<file path="config.mk">
export PLATFORM = sky130hd
export DESIGN_NAME = hanoi_towers_flat
export DESIGN_NICKNAME = d
export VERILOG_FILES = /design/src/rtl/hanoi_towers_if.sv /design/src/rtl/hanoi_towers.sv /design/src/flat_wrapper.sv
export SDC_FILE = /design/constraint.sdc
export NUM_CORES = 1
export LEC_CHECK = 0
export CAP_MARGIN = 30
export CELL_PAD_IN_SITES_DETAIL_PLACEMENT = 1
export CELL_PAD_IN_SITES_GLOBAL_PLACEMENT = 2
export CORE_MARGIN = 5
export CORE_UTILIZATION = 27
export DETAILED_ROUTE_END_ITERATION = 8
export PLACE_DENSITY = 0.72
export SLEW_MARGIN = 5
export SYNTH_ARGS = -nofsm -noshare
export SYNTH_HDL_FRONTEND = slang
export SYNTH_SLANG_ARGS = --single-unit
</file>
<file path="constraint.sdc">
create_clock -name clk -period 2.05 [get_ports clk]
set_input_delay 0.41 -clock clk [delete_from_list [all_inputs] [get_ports clk]]
set_output_delay 0.41 -clock clk [all_outputs]
set_load 0.02 [all_outputs]
</file>
<file path="src/rtl/hanoi_towers_if.sv">
// Move-proposal / board-state bundle between a Hanoi solver (master) and the
// board (slave). rings packs one PW-bit peg field per ring, ring 0 in the LSBs.
interface hanoi_towers_if #(
    parameter int N  = 3,
    parameter int M  = 3,
    parameter int IW = $clog2(N),
    parameter int PW = $clog2(M)
);
    logic [IW-1:0]   ind;
    logic [PW-1:0]   loc;
    logic [N*PW-1:0] rings;
    logic            move_ok;
    logic            done;

    modport master (output ind, loc, input rings, move_ok, done);
    modport slave  (input ind, loc, output rings, move_ok, done);
endinterface

</file>
<file path="src/rtl/hanoi_towers.sv">
// Towers-of-Hanoi board: applies one legal proposed move per clock and exposes
// the peg of every ring straight from the state register.
module hanoi_towers #(
    parameter int N = 3,
    parameter int M = 3
) (
    input  logic          clk,
    input  logic          rst,
    hanoi_towers_if.slave bus
);
    localparam int PW = $clog2(M);
    localparam logic [PW-1:0] LAST_PEG = PW'(M - 1);

    logic [N-1:0][PW-1:0] rings_q, rings_d;
    logic                 move_ok_q, move_ok_d;
    logic [PW-1:0]        src;
    logic                 legal;

    always_comb begin
        src   = '0;
        legal = (int'(bus.ind) < N) && (int'(bus.loc) < M);
        // Loop-select the source field so an out-of-range ind never indexes rings_q.
        for (int i = 0; i < N; i++) begin
            if (i == int'(bus.ind)) src = rings_q[i];
        end
        if (bus.loc == src) legal = 1'b0;
        // Any smaller ring on the source or destination peg blocks the move.
        for (int j = 0; j < N; j++) begin
            if (j < int'(bus.ind) && (rings_q[j] == src || rings_q[j] == bus.loc))
                legal = 1'b0;
        end
    end

    always_comb begin
        rings_d   = rings_q;
        move_ok_d = legal;
        for (int i = 0; i < N; i++) begin
            if (legal && i == int'(bus.ind)) rings_d[i] = bus.loc;
        end
    end

    always_ff @(posedge clk) begin
        if (!rst) begin
            rings_q   <= '0;
            move_ok_q <= 1'b0;
        end else begin
            rings_q   <= rings_d;
            move_ok_q <= move_ok_d;
        end
    end

    always_comb begin
        bus.done = 1'b1;
        for (int i = 0; i < N; i++) begin
            if (rings_q[i] != LAST_PEG) bus.done = 1'b0;
        end
    end

    assign bus.rings   = rings_q;
    assign bus.move_ok = move_ok_q;
endmodule

</file>
<file path="src/flat_wrapper.sv">
// flat-port wrapper written by rule: the top's interface ports become plain ports
module hanoi_towers_flat 
#(
    parameter int N = 3,
    parameter int M = 3
)
  (clk, rst, bus_ind, bus_loc, bus_rings, bus_move_ok, bus_done);
  hanoi_towers_if #(.N(N), .M(M)) bus_i ();
  input  logic clk;
  input  logic rst;
  input wire logic [$bits(bus_i.ind)-1:0] bus_ind;
  input wire logic [$bits(bus_i.loc)-1:0] bus_loc;
  output wire logic [$bits(bus_i.rings)-1:0] bus_rings;
  output wire logic [$bits(bus_i.move_ok)-1:0] bus_move_ok;
  output wire logic [$bits(bus_i.done)-1:0] bus_done;
  assign bus_i.ind = bus_ind;
  assign bus_i.loc = bus_loc;
  assign bus_rings = bus_i.rings;
  assign bus_move_ok = bus_i.move_ok;
  assign bus_done = bus_i.done;
  hanoi_towers #(.N(N), .M(M)) u_core (.clk(clk), .rst(rst), .bus(bus_i));
endmodule
</file>
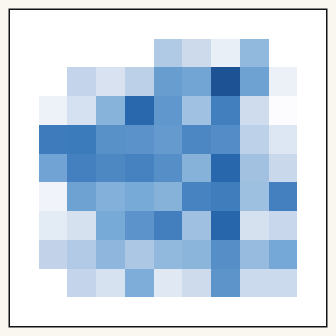
Figure 1: cell area per tile.
The die is cut into 11 by 11 equal tiles; white is low, dark blue is high, 0 to 100% covered.
- nearly empty tiles: 40%
- emptiest ninth of the die: north-west
- fullest tile: 86%
- mean over tiles: 26%

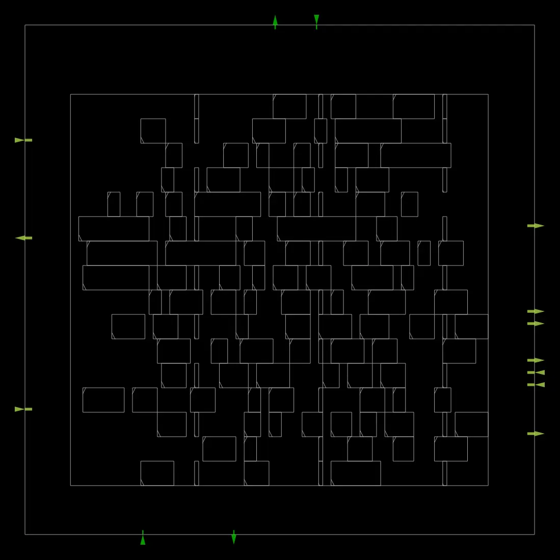
Figure 2: cell placement.
core area: 2020 sq um
total number of placement rows: 16
registers: 7
count of non-filler cells in the finished layout: 128
share of the core filled with cells: 0.434

==> run summary <==
Results of the full flow below.

Final layout:
- The run gives the fraction of standard cell area that is sequential as 0.165.
- Ranking logic cells in the layout by count gives the top entries sky130_fd_sc_hd__buf_4 (14), sky130_fd_sc_hd__clkdlybuf4s50_1 (9), sky130_fd_sc_hd__mux2i_1 (8).
- The sequential cells in the finished layout cover a total of 145 sq um.
- The run gives the finished layout cell area as between 800 and 900 sq um.
- The run puts the area overhead of the layout relative to synthesis at 49.1%.
- The run gives the number of diodes as 0.
- The run puts the footprint of the multi-input gates at 413 sq um.
- The run gives the total number of nets in the final design as 108.
- The run puts the non-clock buffer count in the final layout at 27.

Floorplanning:
- The run gives the pre-placement core utilization as 0.291.

Pwr:
- The run gives the switching share of power as 0.289.

Worst setup path:
- The run puts the total number of cells along the worst setup path at 6.
- The worst setup path is captured at a flop.

Timing:
- The run gives the total negative setup slack as 0 ps.
- The run puts the final critical-path setup slack at approximately 110 ps.
- The run puts the slew of the pin with the lowest slew margin at about 330 ps.
- The run puts the maximum achievable frequency at 0.515 GHz.
- The run puts the total of endpoints with negative setup slack in the final report at 0.

Synthesis:
- The run puts the fraction of the mapped netlist area in adder cells at 0.
- The number of nets in the synthesized netlist is ~80.
- The run gives the unique cell type count in the Yosys netlist as 31.
- By count the netlist is led by sky130_fd_sc_hd__mux2i_1 (8), sky130_fd_sc_hd__dfxtp_1 (7), sky130_fd_sc_hd__inv_1 (6), sky130_fd_sc_hd__nand2_1 (6), sky130_fd_sc_hd__nor2_1 (5).
- Yosys reported a register bit count of 7.
- The run gives the main flop type after synthesis as sky130_fd_sc_hd__dfxtp_1.
- After synthesis, the largest family of logic cells by area is simple AND/OR/NAND/NOR gates.
- The share of the Yosys chip area taken by registers is 0.238.
- Per the post-synthesis report, the number of cells in the design is 74.
- The run gives the simple-gate portion of the synthesized area as 0.291.
- The run gives the number of cell instances after yosys synthesis as 74.

Hold path:
- The worst hold path terminates at u_core.bus.rings[5]$_SDFFE_PN0P_.

Run status:
- The run finished with clean final reports.

Clock network:
- The run gives the clock root buffer master as sky130_fd_sc_hd__clkbuf_4.
- The run gives the hold buffer count at cts as 0.
- The registers of the reported paths see a clock transition of 50 ps.

Drt:
- Routed signal wires occupy layers up through met3.
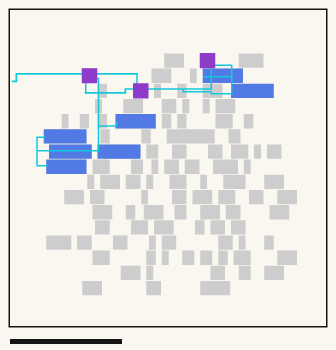
Figure 3: clock network drawn from the DEF.
Scale bar: 20 um.
- blue: flip-flops (count 7)
- cyan: clock wires (length 119 um)
- purple: cells driving clock nets (count 3)
- routed clock nets: 4

Power is estimated from default activity; no workload was simulated.
